Figure 1. Signal wires on met1.
Cells faint in the background.
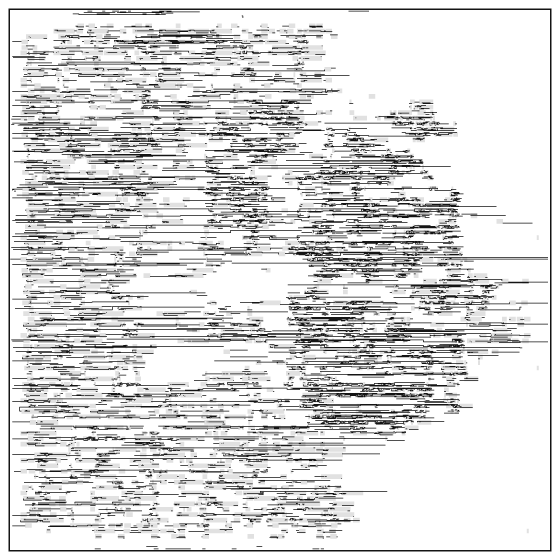
Figure 2. Metal 2.
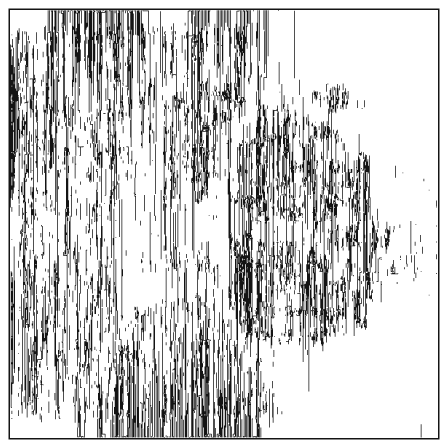
Figure 3. Signal wires on met4.
Cells faint in the background.
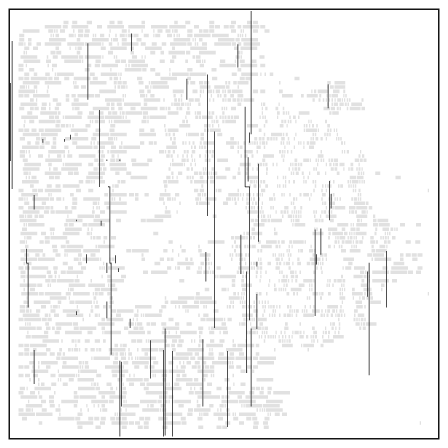
Figure 4. Cell density map.
Scale bar: 100 um. The die is cut into 27 by 27 equal tiles; dark blue is low, red is high, 0 to 100% covered.
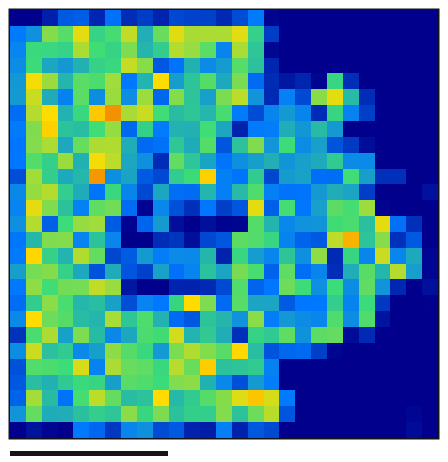
Design ddr3_rd_control, sky130hd; sources not shown.
==> README.md <==
| Item | Reported | Unit |
|:---|:---|:---|
| Outcome | finished clean | - |
| Total of endpoints with negative setup slack in the final report | 0 | - |
| Worst Setup End Kind | primary output | - |
| Antenna-violating nets left | 0 | - |
| CTS tree | built | - |
| I/O Pins | 424 | - |
| Count of different cell masters after synthesis | 53 | - |
| Synthesized flop and latch total | 338 | - |
| Final Power | 1.21 | mW |
| Area fraction of the dominant cell type after synthesis | 0.457 | - |
| Yosys stat area | 16,900 | um^2 |
| Most frequent logic cells in the routed design | 420 x clkdlybuf4s50_1, 355 x nand2_1, 262 x nor2_1 | - |
| DRC | 0 | - |
| Worst-case register-to-register setup slack | 22,560 | ps |
| Launching element type of the critical path | primary input | - |
| Leading cell types by total area after synthesis | edfxtp_1 46%, dfxtp_1 9.4%, nand2_1 7.9%, nor2_1 5.8%, inv_1 5.6% | - |
| Non-filler instance count after layout | 3,280 | - |
| Min-Delay Path Class | reg2reg | - |
| Crit Path Category | in2out | - |
| Period utilisation layout | 0.269 | - |
| Die Ht | 270 | um |
| Pre-antenna DRT Iters | 7 | - |
| Main synth FF type | edfxtp_1 | - |
| Layout cell share with drive strength beyond 1 | 0.102 | - |
| Congestion Overflow GR | 0 | - |
| Clock sink count | 338 | - |
| Count of buffers from port buffering | 420 | - |
| Cell total after placement | 3,091 | - |
| Average routed wire per standard cell | 20.7 | um |
| Finished layout cell area | 23,300 | um^2 |
| Cell count in the Yosys report | 1,844 | - |
| Async set or reset register ratio after synthesis | 0 | - |
| Per-instance average area after synthesis | 9.19 | um^2 |
| Worst-Skew Late Latency | 880 | ps |
| Setup slack after placement | 19,300 | ps |
| Critical Path RT | 23,760 | ps |
| Final Max-Slew Violation Tally | 0 | - |
| Maximum buffer depth of the clock tree | 3 | - |
| Total number of warnings across the stage logs | 30 | - |
| Aggregate global-route resource usage | 0.179 | - |
| Worst Skew | 74.4 | ps |
| Hold path cells | 2 | - |
| Max-cap check violation count | 0 | - |
## Picture notes: Figure 1
- main direction: horizontal
- share of all routed wire: 39%
- nets with wire on the layer: 2,416
- longest straight run: 89.7 um
grt met1 use: 0.206
Routed Wire Length: 67,800 um

## Picture notes: Figure 2
- longest straight run: 132 um
- wire length on this layer: 32.3 mm
- share of all routed wire: 48%
- nets with wire on the layer: 2,161
- main direction: vertical
met2 layer usage reported by global route: 0.300
total vias in the final route: 14,800

## Picture notes: Figure 3
- share of all routed wire: 2.6%
- nets with wire on the layer: 36
- main direction: vertical
- wire length on this layer: 1,780 um

## Picture notes: Figure 4
- fullest tile: 83%
- nearly empty tiles: 22%
- mean over tiles: 30%
- densest ninth of the die: north-west
- tiles over 75% full: 1.8%
starting density of the core: 0.252
Std-Cell Core Area: 67,200 um^2
final core area utilization: 0.348

## cells by family after synthesis
group | synth area share
AND/OR/NAND/NOR | 0.226
flip-flops | 0.552
buffers and inverters | 0.0772
AND-OR/OR-AND | 0.0707
XOR/XNOR | 0.0636
adder cells (fa/ha/maj) | 0.0108
other | 0.000221
## metrics by stage
step	hold WS, ps	util
2_1_floorplan	454	-
6_report	509	0.348
3_3_place_gp	491	0.328
4_1_cts	510	0.347
3_5_place_dp	493	0.328
5_1_grt	539	0.347
## power by group
part / switching (mW) / total, mW / internal (mW)
Combinational: 0.0499 / 0.112 / 0.0619
Sequential: 0.00469 / 0.590 / 0.585
Clock: 0.257 / 0.510 / 0.253
## worst max-delay path, cell delays in order
cell and delay [ps]:
clkdlybuf4s50_1 390, or2_2 310, nor2_4 310, nand2_2 110, inv_1 120, clkdlybuf4s50_1 560
## final cells by class
cell class	count	area, um^2	share of cell area
flip-flops and latches	338	9350	0.401
multi-input cells	1190	6320	0.271
repair buffers	432	4300	0.184
well taps	873	1090	0.0468
clock buffers	143	1070	0.0460
inverters	258	978	0.0419
clock inverters	40	208	0.00890
diodes	6	15.0	0.000643
## per-layer routing
layer,GRT usage,part of all wire
met1,0.206,0.39
met3,0.0792,0.11
met5,0,0.0018
met4,0.0562,0.026
met2,0.300,0.48
## Yosys cell counts (7+ instances only)
cell	count
a21oi_1	35
nand2_1	356
nor4_1	19
a211oi_1	8
nand3_1	73
a221oi_1	9
buf_6	7
o2111ai_1	12
inv_1	253
nor3_1	15
nor2_2	12
nand4_1	55
or2_2	22
dfxtp_1	80
edfxtp_1	258
o21ai_0	67
clkbuf_1	38
a31oi_1	42
nor2_4	8
nand2_2	11
ha_1	13
xor2_1	25
nor2_1	263
xnor2_1	98
Power and IR drop assume default switching activity.
